[config.mk]
export PLATFORM = sky130hd
export DESIGN_NAME = serial_frame_rx
export DESIGN_NICKNAME = d
export VERILOG_FILES = /design/src/rtl/serial_frame_rx.sv
export SDC_FILE = /design/constraint.sdc
export NUM_CORES = 1
export LEC_CHECK = 0
export ABC_CLOCK_PERIOD_IN_PS = 1700
export CAP_MARGIN = 20
export CORE_MARGIN = 1
export CORE_UTILIZATION = 50
export CTS_BUF_LIST = sky130_fd_sc_hd__clkbuf_2 sky130_fd_sc_hd__clkbuf_4 sky130_fd_sc_hd__clkbuf_8
export DETAILED_ROUTE_END_ITERATION = 12
export GPL_ROUTABILITY_DRIVEN = 0
export PLACE_DENSITY = 0.75
export SLEW_MARGIN = 25
export SYNTH_ARGS = -nofsm -noshare
export SYNTH_HDL_FRONTEND = slang
export SYNTH_SLANG_ARGS = --single-unit
[constraint.sdc]
create_clock -name clk_i -period 1.7 [get_ports clk_i]
set_input_delay 0.34 -clock clk_i [delete_from_list [all_inputs] [get_ports clk_i]]
set_output_delay 0.34 -clock clk_i [all_outputs]
set_load 0.005 [all_outputs]
[src/rtl/serial_frame_rx.sv]
// serial_frame_rx: start/data/[parity]/stop receiver feeding a one-entry valid/ready holding register (parity via SERIAL_FRAME_RX_PARITY_EN).
// Latency start->valid N+1 edges (N+2 with parity); a good word that finds the register full and not draining is dropped with overrun_o.
module serial_frame_rx #(
    parameter int N = 8
) (
    input  logic         clk_i,
    input  logic         rst_i,
    input  logic         serial_i,
    output logic [N-1:0] parallel_o,
    output logic         valid_o,
    input  logic         ready_i,
    output logic         frame_err_o,
    output logic         parity_err_o,
    output logic         overrun_o
);
    localparam int CW = $clog2(N + 1);

`ifdef SERIAL_FRAME_RX_PARITY_EN
    typedef enum logic [2:0] {IDLE, DATA, PARITY, STOP, BREAK} state_t;
`else
    typedef enum logic [2:0] {IDLE, DATA, STOP, BREAK} state_t;
`endif

    state_t        state;
    logic [CW-1:0] cnt;
    logic [N-1:0]  shreg;
    logic          stop_good;

`ifdef SERIAL_FRAME_RX_PARITY_EN
    logic par_bad;
    assign stop_good = serial_i && !par_bad;
`else
    assign stop_good    = serial_i;
    assign parity_err_o = 1'b0;
`endif

    always_ff @(posedge clk_i or negedge rst_i) begin
        if (!rst_i) begin
            state       <= IDLE;
            cnt         <= '0;
            shreg       <= '0;
            parallel_o  <= '0;
            valid_o     <= 1'b0;
            frame_err_o <= 1'b0;
            overrun_o   <= 1'b0;
`ifdef SERIAL_FRAME_RX_PARITY_EN
            par_bad      <= 1'b0;
            parity_err_o <= 1'b0;
`endif
        end else begin
            frame_err_o <= 1'b0;
            overrun_o   <= 1'b0;
`ifdef SERIAL_FRAME_RX_PARITY_EN
            parity_err_o <= 1'b0;
`endif
            if (valid_o && ready_i) begin
                valid_o <= 1'b0;
            end
            case (state)
                IDLE: begin
                    if (!serial_i) begin
                        state <= DATA;
                        cnt   <= '0;
                    end
                end
                DATA: begin
                    // LSB arrives first, so shifting right leaves it at bit 0
                    shreg <= {serial_i, shreg[N-1:1]};
                    cnt   <= cnt + CW'(1);
                    if (cnt == CW'(N - 1)) begin
`ifdef SERIAL_FRAME_RX_PARITY_EN
                        state <= PARITY;
`else
                        state <= STOP;
`endif
                    end
                end
`ifdef SERIAL_FRAME_RX_PARITY_EN
                PARITY: begin
                    par_bad <= ^{serial_i, shreg};
                    state   <= STOP;
                end
`endif
                STOP: begin
                    if (stop_good) begin
                        // a same-edge accept frees the slot for the new word
                        if (!valid_o || ready_i) begin
                            parallel_o <= shreg;
                            valid_o    <= 1'b1;
                        end else begin
                            overrun_o <= 1'b1;
                        end
                    end
                    if (!serial_i) begin
                        frame_err_o <= 1'b1;
                    end
`ifdef SERIAL_FRAME_RX_PARITY_EN
                    parity_err_o <= par_bad;
`endif
                    state <= serial_i ? IDLE : BREAK;
                end
                BREAK: begin
                    if (serial_i) begin
                        state <= IDLE;
                    end
                end
                default: state <= IDLE;
            endcase
        end
    end
endmodule

==> images/floorplan.png <==
Bar = 10 um. Pins as bars on the die edge.
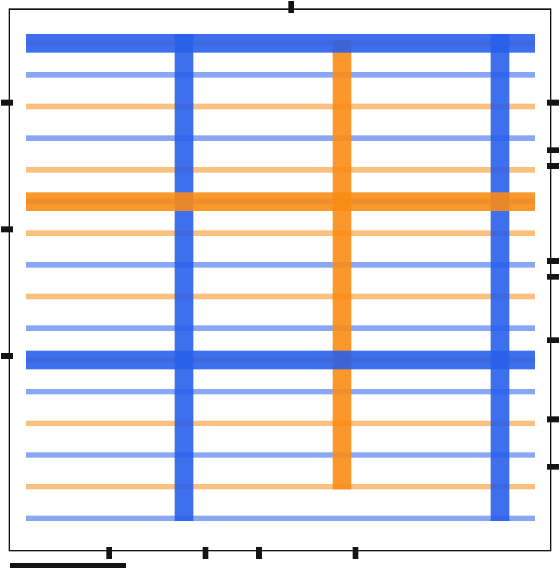
Key: orange = VDD; blue = VSS
The core has 15 rows. 3 straps on met5.
Die H: 46.4 um
Die X: 46.4 um

==> images/class_map.png <==
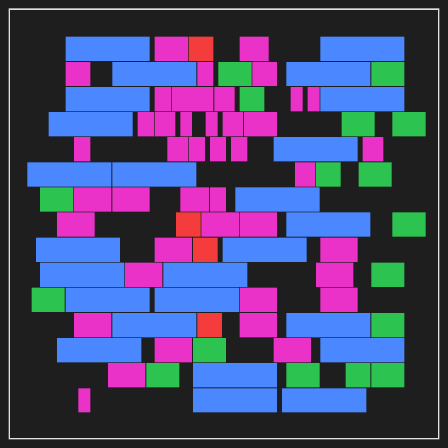
Key: magenta = remaining logic cells [cells 42]; blue = registers [cells 25]; red = clock drivers and dummy loads [cells 4]; green = remaining buffers and delay cells [cells 17]
Seq/total area: 52.5%
fin util: 66.8%
fin area: 1190 sq um
Rows: 15
CORE AREA: 1780 sq um

==> images/clock_wires.png <==
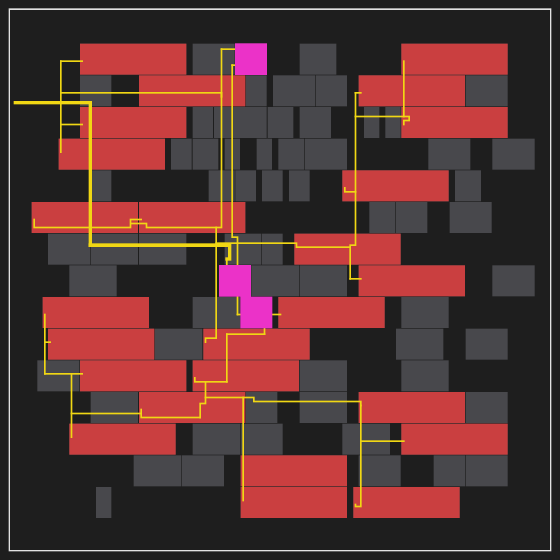
Key: yellow = clock wires [length 250 um]; magenta = clock-net drivers [count 3]; red = flip-flops [count 25]
Position of the flops: all over the die. There are 4 routed clock nets.
clock share of power: 13.6%
Worst Skew: 0.00995 ns
Latency at later pin: 0.31 ns
clock-net power: 269 uW

==> images/layers.png <==
Bar = 10 um.
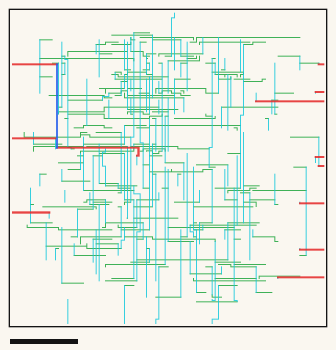
Key: cyan = M2 [wire length 757 um]; red = M3 [wire length 58.3 um]; blue = M4 [wire length 12.2 um]; green = M1 [wire length 754 um]
Via Count: 602
post-DR wirelength/cell: 14.0 um
All-Layer GR Usage: 17.9%

==> changes_impl.md <==
## Implementation

* Fill cell instance count of the final layout at 135
* Initial DRC Count at 10
* Tmin final at 1.55 ns
* Syn_area_per_cell at 14.1 sq um
* R2R Path Start: state[0]$_DFFE_PN0P_
* Leakage power total at 0.000542 uW
* Routed Antenna Nets at 0
* Worst min-delay path class: in2async
* Num CTS Buffers at 3
* Tot Pwr at 1980 uW
* Critical Path Source Type: flip-flop
* Worst vdd ir at 864 uV
* Post-Route Setup TNS at 0 ns
* Critical Path End Type: output pin
* Buf/Inv on CP at 1
* Post-synth EDFFs at 0
* CP max-delay cell: clkdlybuf4s50_1
* Period utilization at 91.1%
* Logic area at 338 sq um
* Post-synth cell types at 24
* Cells after DPL at 109
* Pins Over Slew Limit at 0
* P&R area growth vs syn at 21.0%
* Placed wire-length estimate at 1090 um
* P per Cell Area at 1660 nW/um^2
* Post-Route WL at 1580 um
* Critical path arrival at 1.21 ns
* Crit path from: parallel_o[7]$_DFFE_PN0P_
* Placed cell areas at 1160 sq um
* Yosys stat area at 985 sq um
* Antenna diodes at 0
* Clk buf depth at 2
* Ys Warns at 0
* Slew Limit Headroom at 64.5%
* Worst-path fanout max at 2
* Pin count of the biggest net entering global routing at 26
* Top Ports at 16
* Critical Path RT at 1.36 ns
* Crit path kind: reg2out
* Ys async rst share at 100%
* Crit path largest cell delay at 0.51 ns
* Hold Vio Cnt, Final at 0
* Unrepaired setup endpoints after global routing: no
* CTS tree: done
* Clk sinks at 25
* Post-DR vias/cell at 5.33
* Log Warnings at 26
* Run status: complete, no violations
* Yosys cell count at 70
where the power goes:
part	switching, uW	internal, uW	leakage (uW)	total (uW)
Combinational	279	407	0.000209	686
Clock	162	107	0.0000184	269
Sequential	187	838	0.000315	1030
Total	628	1350	0.000542	1980
synthesized netlist by cell type, types with 2 or more instances:
library cell	n	area [sq um]
o21ai_0	2	10.0
nor2b_1	2	12.5
mux2_1	15	169
dfrtp_1	25	626
nand2_1	2	7.51
nor3_1	2	10.0
nand3_1	2	10.0
nand2b_1	3	18.8
buf_2	2	10.0
per-stage QoR:
step	hold WS, ns	setup slack, ns
5_1_grt	0.408	0.120
6_report	0.378	0.151
2_1_floorplan	0.0444	0.358
3_3_place_gp	0.470	0.00429
4_1_cts	0.379	0.152
3_5_place_dp	0.474	-0.0284
final cells by class:
class / count / area share, %
Sequential cell: 25 / 52.5
Multi-Input combinational cell: 41 / 28.4
Timing Repair Buffer: 17 / 13.7
Tap cell: 25 / 2.63
Clock buffer: 4 / 2.52
Inverter: 1 / 0.315
metal layers:
layer | vias up | global-route usage (%) | wire, um
li1 | 283 | - | -
met2 | 11 | 27.8 | 757
met4 | 0 | 8.82 | 12
met5 | - | 0 | 0
met1 | 306 | 24.4 | 753
met3 | 2 | 2.35 | 58
worst paths after layout:
path | endpoint | cells after the start | slack [ns]
min in group clk_i | parallel_o[2]$_DFFE_PN0P_ | 1 | 0.50
min | cnt[3]$_DFFE_PN0P_ | 2 | 0.38
max | parallel_o[7] | 1 | 0.15
max reg2reg | parallel_o[5]$_DFFE_PN0P_ | 4 | 0.22
max in group asynchronous | shreg[0]$_DFFE_PN0N_ | 2 | 1.08
min reg2reg | parallel_o[2]$_DFFE_PN0P_ | 1 | 0.50
sequential cells by signal (all words and copies together), names as in the netlist:
| name | flops |
|---|---|
| frame_err_o | 1 |
| shreg | 8 |
| state | 2 |
| parallel_o | 8 |
| valid_o | 1 |
| overrun_o | 1 |
| cnt | 4 |
kinds of logic after synthesis:
kind of cell / share of synthesized area, %
buffers and inverters: 2.16
muxes: 19.3
other: 0.381
and+or+nand+nor: 7.75
DFF: 63.5
AOI/OAI and AO/OA: 5.59
adders and majority gates: 1.27
Power figures rest on the tool's default switching activity, not on a simulated workload.
